==> config.mk <==
export PLATFORM = sky130hd
export DESIGN_NAME = cache_refill
export DESIGN_NICKNAME = d
export VERILOG_FILES = /design/src/rtl/cache_refill.sv
export SDC_FILE = /design/constraint.sdc
export NUM_CORES = 1
export LEC_CHECK = 0
export CORE_UTILIZATION = 25
export CTS_BUF_LIST = sky130_fd_sc_hd__clkbuf_8
export CTS_CLUSTER_SIZE = 24
export DETAILED_ROUTE_END_ITERATION = 8
export PLACE_DENSITY = 0.61
export SYNTH_ARGS = -nofsm -noshare
export SYNTH_HDL_FRONTEND = slang
export SYNTH_SLANG_ARGS = --single-unit
==> constraint.sdc <==
create_clock -name clk_in -period 4 [get_ports clk_in]
set_input_delay 0.8 -clock clk_in [delete_from_list [all_inputs] [get_ports clk_in]]
set_output_delay 0.8 -clock clk_in [all_outputs]
set_load 0.005 [all_outputs]
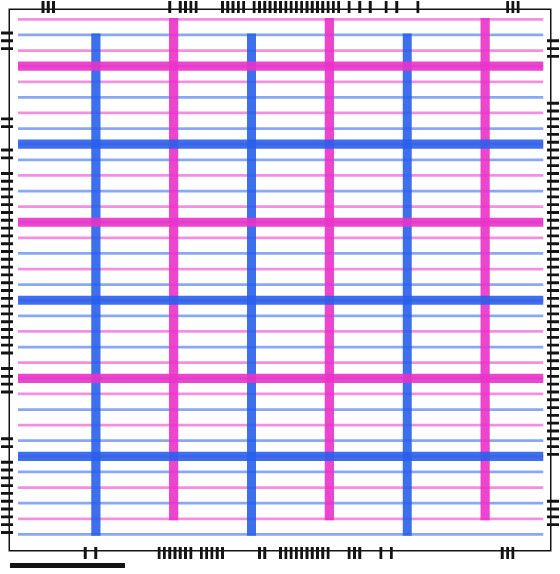
(images/floorplan.png)
The bar under the picture is 20 um long. Pins as bars on the die edge.
VDD -> magenta
VSS -> blue
rows = 33
met1 rails = 34
core area: 8220 sq um
Worst VDD drop: 0.315 mV
Die Span Y: 94.1 um
Die X: 94.1 um

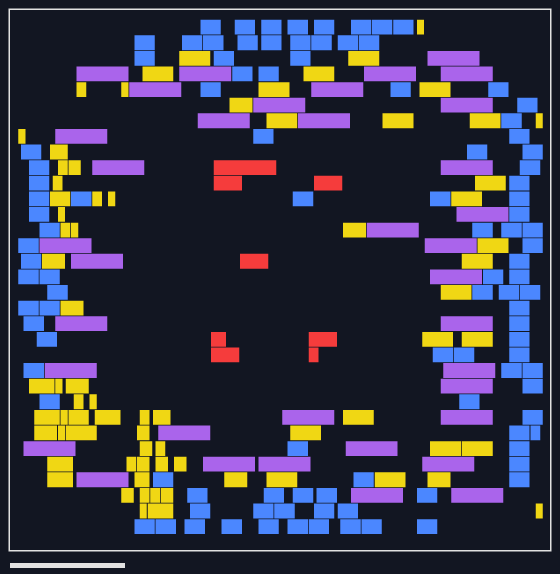
(images/class_map.png)
The bar under the picture is 20 um long.
remaining buffers and delay cells -> blue  # cells 104
remaining logic cells -> yellow  # cells 74
registers -> purple  # cells 36
clock drivers and dummy loads -> red  # cells 8
row count: 33
fraction of area in registers: 31.2%
Final Util: 35.2%
post-route cell area: 2890 sq um

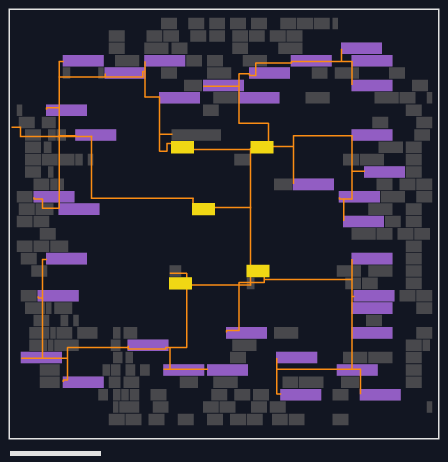
(images/clock_wires.png)
The bar under the picture is 20 um long.
clock wires -> orange  # length 562 um
flip-flops -> purple  # count 36
clock-net drivers -> yellow  # count 5
routed clock nets = 6
Layout Skew: 0.00398 ns
clk ins delay skew pair: 0.28 ns
clk pwr: 0.322 mW
power share of the clock group: 14.5%

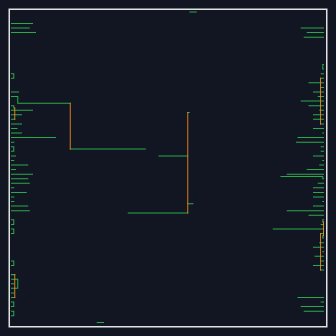
(images/layers.png)
Only two layers are drawn.
M4 -> orange  # wire length 82.3 um
M3 -> green  # wire length 380 um
DRT Wirelength: 4120 um
WL per Instance: 12.6 um

==> reports/qor.yml <==
critical_path:
  cp_max_fo: 5
  cp_top_family: "buffers and inverters"
  cp-start-kind: "primary input"
  rrSetupSlack_ns: 2.20
  ff2ff_path_depth: 4
  cp_slowest_cell: "clkdlybuf4s50_1"
  required_ns: 3.20
  cp_slowest_stage_delay_ns: 0.53
  path_cells: "clkdlybuf4s50_1, and2_1, clkdlybuf4s50_1"
  end_kind: "primary output"
  timing.critical_path.mode_cell: "clkdlybuf4s50_1"
  crit_buf_inv: 2
clock_tree:
  ctsLongestPathBuffers: 2
  cts_tree: "yes"
  clock-sinks: 36
  post_cts_buffers: 0
power_and_ir_drop:
  powerDensity_nw_per_um2: 770
  leakagePower_nw: 1.26
logic_synthesis:
  yosysChipArea_sq_um: 2120
  postSynthAreaPerCell_sq_um: 12.1
  top_cells_by_area: "dfrtp_1 (42%), buf_4 (23%), mux2_4 (16%)"
  top_area_cell: "dfrtp_1"
  syn_area_sq_um: 2120
  synth_seq_share_pct: 42.5
  top_area_share_pct: 42.5
  flop_cell: "dfrtp_1"
  mux_area_share_pct: 19.3
global_route:
  met1_usage_pct: 11.5
  grt_pass1_wl_um: 6710
  antenna_found_initial: 0
  grt_pass1_vias: 1353
  grt.busiest_layer: "met2"
  grtUsageMet2_pct: 16.1
  grt_use_met3_pct: 3.32
cells_and_area:
  buffers: 104
  nFillCells: 832
  lay_top_cells: "clkdlybuf4s50_1 (103), dfrtp_1 (36), mux2_4 (22)"
  lay_top_count: "clkdlybuf4s50_1"
  antennaDiodeCount: 0
  largest_class: "non-clock buffers"
  inverters: 4
  nNetsFinal: 296
  drive_above_1_share_pct: 18.0
  clock_buffers: 5
  clk_share_pct: 3.85
floorplanning:
  die_area_sq_um: 8860
  ios: 173
detailed_routing:
  dr.first_iter.drc_count: 22
  first_pass_iters: 3
  num_vias: 1305
  viasPerCell: 3.99
  wl_met1_um: 1710
  drc_errors: 0
placed_design:
  gp_congestion: 0.679
  port_buffers: 104
sta:
  rsz0062_at_grt: "false"
  max_freq_ghz: 0.353
  tns_ns: 0
  min_period_ns: 2.83
  setup_viol: 0
worst_hold_path:
  hold_class: "register to register"
status:
  outcome: "completed"
job:
  warning_count: 30
==> power by group <==
| group | switching, mW | total (mW) | internal, mW |
|---|---|---|---|
| Sequential | 0.142 | 0.688 | 0.546 |
| Combinational | 0.339 | 1.21 | 0.876 |
| Clock | 0.138 | 0.322 | 0.184 |
==> tightest hold or removal path, cell delays in order (launching register included) <==
cell and delay (ns):
dfrtp_1 0.35, nand2_1 0.04, o21ai_0 0.06
==> through the flow <==
stage          instance area (sq um)  hold slack, ns  setup WS [ns]
6_report                        2890           0.488           1.17
4_1_cts                         2890           0.494           1.16
3_5_place_dp                    2780           0.474           1.16
3_3_place_gp                    2780           0.466           1.19
5_1_grt                         2890           0.548           1.11
2_1_floorplan                   2130           0.471           2.24
Power and IR drop assume default switching activity.
